==> config.mk <==
export PLATFORM = sky130hd
export DESIGN_NAME = vga_sync_core
export DESIGN_NICKNAME = d
export VERILOG_FILES = /design/src/rtl/vga_sync_core.sv
export SDC_FILE = /design/constraint.sdc
export NUM_CORES = 1
export LEC_CHECK = 0
export CORE_MARGIN = 2
export CORE_UTILIZATION = 46
export DETAILED_ROUTE_END_ITERATION = 7
export PLACE_DENSITY = 0.78
export SETUP_SLACK_MARGIN = 0.05
export SLEW_MARGIN = 10
export SYNTH_ARGS = -nofsm -noshare
export SYNTH_HDL_FRONTEND = slang
export SYNTH_SLANG_ARGS = --single-unit
==> constraint.sdc <==
create_clock -name clk -period 2.8 [get_ports clk]
set_clock_uncertainty 0.05 [all_clocks]
set_input_delay 0.42 -clock clk [delete_from_list [all_inputs] [get_ports clk]]
set_output_delay 0.42 -clock clk [all_outputs]
set_load 0.01 [all_outputs]
==> src/rtl/vga_sync_core.sv <==
// VGA raster timing generator: pixel-tick divider, free-running x/y counters,
// and registered sync / display-enable / blanked colour so every pin moves on one clk edge.
module vga_sync_core #(
    parameter int CLK_DIV   = 4,
    parameter int H_DISPLAY = 640,
    parameter int H_FP      = 16,
    parameter int H_SYNC    = 96,
    parameter int H_BP      = 48,
    parameter int V_DISPLAY = 480,
    parameter int V_FP      = 10,
    parameter int V_SYNC    = 2,
    parameter int V_BP      = 33
) (
    input  logic        clk,
    input  logic        reset_n,
    output logic [10:0] x,
    output logic [10:0] y,
    input  logic [11:0] rgb_in,
    output logic [11:0] rgb_out,
    output logic        hsync,
    output logic        vsync,
    output logic        video_on,
    output logic        p_tick,
    output logic        frame_start
);

    localparam int H_TOTAL = H_DISPLAY + H_FP + H_SYNC + H_BP;
    localparam int V_TOTAL = V_DISPLAY + V_FP + V_SYNC + V_BP;
    localparam int DIV_W   = (CLK_DIV > 1) ? $clog2(CLK_DIV) : 1;

    localparam logic [DIV_W-1:0] DIV_MAX = DIV_W'(CLK_DIV - 1);
    localparam logic [10:0] H_MAX        = 11'(H_TOTAL - 1);
    localparam logic [10:0] V_MAX        = 11'(V_TOTAL - 1);
    localparam logic [10:0] H_DISP       = 11'(H_DISPLAY);
    localparam logic [10:0] V_DISP       = 11'(V_DISPLAY);
    localparam logic [10:0] H_SYNC_START = 11'(H_DISPLAY + H_FP);
    localparam logic [10:0] H_SYNC_END   = 11'(H_DISPLAY + H_FP + H_SYNC);
    localparam logic [10:0] V_SYNC_START = 11'(V_DISPLAY + V_FP);
    localparam logic [10:0] V_SYNC_END   = 11'(V_DISPLAY + V_FP + V_SYNC);

    logic [DIV_W-1:0] div_q, div_d;
    logic [10:0]      h_cnt_q, h_cnt_d;
    logic [10:0]      v_cnt_q, v_cnt_d;
    logic             hsync_q, hsync_d;
    logic             vsync_q, vsync_d;
    logic             video_on_q, video_on_d;
    logic [11:0]      rgb_q, rgb_d;
    logic             tick_raw_s;
    logic             disp_s;

    assign tick_raw_s = (div_q == DIV_MAX);
    // Gating with reset_n keeps the tick low while held in reset even when CLK_DIV is 1.
    assign p_tick      = tick_raw_s && reset_n;
    assign frame_start = p_tick && (h_cnt_q == H_MAX) && (v_cnt_q == V_MAX);
    assign x           = h_cnt_q;
    assign y           = v_cnt_q;
    assign hsync       = hsync_q;
    assign vsync       = vsync_q;
    assign video_on    = video_on_q;
    assign rgb_out     = rgb_q;

    // Pixel-tick divider: counts 0..CLK_DIV-1 and wraps.
    always_comb begin
        div_d = div_q;
        if (tick_raw_s) begin
            div_d = {DIV_W{1'b0}};
        end else begin
            div_d = div_q + DIV_W'(1);
        end
    end

    // Raster counters, advanced only on pixel ticks.
    always_comb begin
        h_cnt_d = h_cnt_q;
        v_cnt_d = v_cnt_q;
        if (tick_raw_s) begin
            if (h_cnt_q == H_MAX) begin
                h_cnt_d = 11'd0;
                if (v_cnt_q == V_MAX) begin
                    v_cnt_d = 11'd0;
                end else begin
                    v_cnt_d = v_cnt_q + 11'd1;
                end
            end else begin
                h_cnt_d = h_cnt_q + 11'd1;
                v_cnt_d = v_cnt_q;
            end
        end else begin
            h_cnt_d = h_cnt_q;
            v_cnt_d = v_cnt_q;
        end
    end

    // Pin values decoded from the current counters; registered one clk later.
    always_comb begin
        disp_s     = (h_cnt_q < H_DISP) && (v_cnt_q < V_DISP);
        hsync_d    = ~((h_cnt_q >= H_SYNC_START) && (h_cnt_q < H_SYNC_END));
        vsync_d    = ~((v_cnt_q >= V_SYNC_START) && (v_cnt_q < V_SYNC_END));
        video_on_d = disp_s;
        rgb_d      = 12'h000;
        if (disp_s) begin
            rgb_d = rgb_in;
        end else begin
            rgb_d = 12'h000;
        end
    end

    // State and output registers.
    always_ff @(posedge clk or negedge reset_n) begin
        if (!reset_n) begin
            div_q      <= {DIV_W{1'b0}};
            h_cnt_q    <= 11'd0;
            v_cnt_q    <= 11'd0;
            hsync_q    <= 1'b1;
            vsync_q    <= 1'b1;
            video_on_q <= 1'b0;
            rgb_q      <= 12'h000;
        end else begin
            div_q      <= div_d;
            h_cnt_q    <= h_cnt_d;
            v_cnt_q    <= v_cnt_d;
            hsync_q    <= hsync_d;
            vsync_q    <= vsync_d;
            video_on_q <= video_on_d;
            rgb_q      <= rgb_d;
        end
    end

endmodule

Figure 1. Sequential cells grouped by signal name.
The bar under the picture is 20 um long.
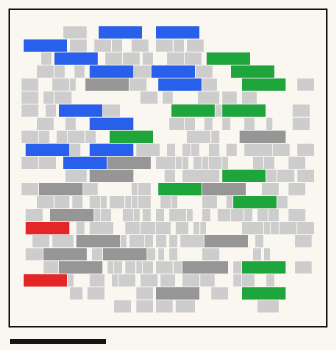
- y: green (flops 11)
- rgb_out: blue (flops 12)
- div_q: red (flops 2)
- not coloured: 14

Figure 2. Placement density heat map.
The die is cut into 7 by 7 equal tiles; white is low, dark blue is high, 0 to 100% covered.
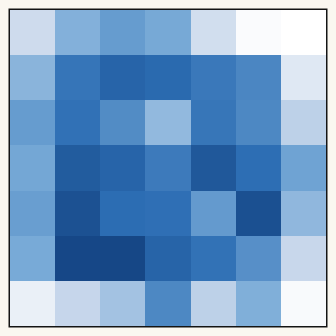
- emptiest ninth of the die: north-east
- fullest tile: 91%
- nearly empty tiles: 2.0%
- mean over tiles: 55%
- tiles over 75% full: 22%

==> flow_summary.json <==
{
  "drt_iter0_drc": 89,
  "num-nets-final": 235,
  "synth_cells": 161,
  "grt_pass1_vias": 1412,
  "n_clock_buffer": 7,
  "nWellTaps": 48,
  "chipWidth_um": 65.9,
  "netlist_area_sq_um": 1760,
  "switching_share": 0.216,
  "tightest_slew_ns": 0.776,
  "warnings": 27,
  "avgSynthCellArea_sq_um": 10.9,
  "holdPathStages": 1,
  "grt_pass1_wl_um": 6640,
  "synth.ff_latch_count": 39,
  "numCtsBuffers": 5,
  "power_switching_mw": 0.215,
  "met2_length_um": 1950,
  "flop_cell": "dfrtp_1",
  "ys_types": 36,
  "antenna_found_initial": 0,
  "yosysWarnings": 0,
  "wire_per_inst_um": 15.2,
  "post_cts_buffers": 0,
  "cts_tree": "built",
  "cts-root-buf": "clkbuf_8",
  "setup_violations": 0,
  "hold_violations": 0,
  "worstSkewPairLatency_ns": 0.29,
  "comb.multi_input.count": 113,
  "fp_util": 0.481,
  "crit_start": "y[9]",
  "cts.reportedPaths.clkPinSlew_ns": 0.07,
  "max_slew_margin": 0.482,
  "clock_power_share": 0.365,
  "timing.hold.ws_ns": 0.394,
  "core-area_sq_um": 3660,
  "path_depth": 4,
  "outcome": "finished clean",
  "synth_stat.cells": 161,
  "power_density_nw_per_um2": 410,
  "vias": 1412
}
Figure 3. Placed cells, one colour a class.
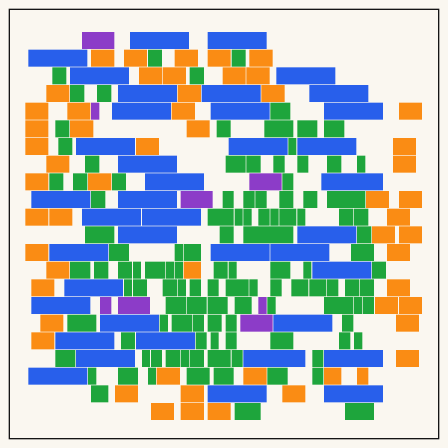
- clock drivers and dummy loads: purple (cells 8)
- remaining logic cells: green (cells 116)
- registers: blue (cells 39)
- remaining buffers and delay cells: orange (cells 55)
FP Rows: 22
Design Area, Final: 2430 sq um
sequential cell area share: 0.402

Figure 4. Cell placement.
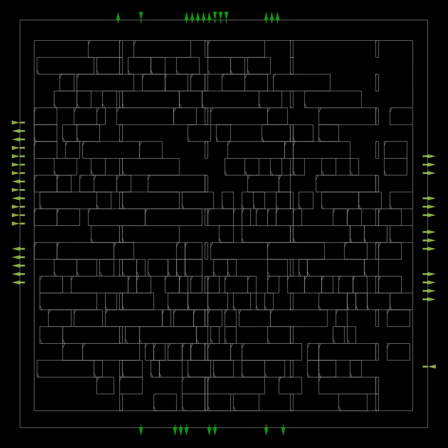
final core utilization: 0.664
seq_cells: 39
Filler Cells Inserted: 300

## cells by family (layout without fill, tap and decap cells)
kind of cell | Yosys count | in the layout
xor gates and xnor gates | 13 | 13
muxes | 2 | 2
buffers and inverters | 9 | 66
and+or+nand+nor | 80 | 80
adders and majority gates | 4 | 4
DFF | 39 | 39
AOI/OAI and AO/OA | 14 | 14
## cells in the final DEF (no fill, tap or decap), drive strengths merged, types with 5 or more instances in the layout
master,instances
and2,13
and3,5
clkbuf,7
clkdlybuf4s50,51
dfrtp,37
nand2,11
nand3,9
nand4,6
nor2,10
nor2b,5
nor3,6
xnor2,7
xor2,6
## power groups by stage
| stage | sequential, mW | clock (mW) | combinational (mW) |
|---|---|---|---|
| floorplan | 0.590 | 0 | 0.00553 |
| global placement | 0.585 | 0 | 0.0577 |
| detailed placement | 0.585 | 0 | 0.0590 |
| CTS | 0.574 | 0.374 | 0.0601 |
| global route | 0.575 | 0.402 | 0.0648 |
| finish | 0.574 | 0.364 | 0.0586 |
## Yosys cell counts (2+ instances only)
cell type	instances	area, sq um
nand2_1	11	41.3
xor2_1	6	52.6
o21ai_0	4	20.0
and3_1	5	31.3
and2_1	13	81.3
or3_1	2	12.5
clkbuf_1	4	15.0
dfstp_2	2	52.6
xnor2_1	7	61.3
nor2_1	10	37.5
inv_1	3	11.3
buf_2	2	10.0
nor3_1	6	30.0
nor4bb_1	2	20.0
nand4_1	6	37.5
a31oi_1	2	12.5
dfrtp_1	37	926
nand3_1	9	45.0
a21o_1	3	22.5
nor2b_1	5	31.3
a21oi_1	4	20.0
ha_1	4	50.1
## flip-flops by register name (all words and copies together) (netlist names)
name,cells
rgb_out,12
vsync,1
div_q,2
video_on,1
y,11
hsync,1
x,11
Power and IR drop assume default switching activity.
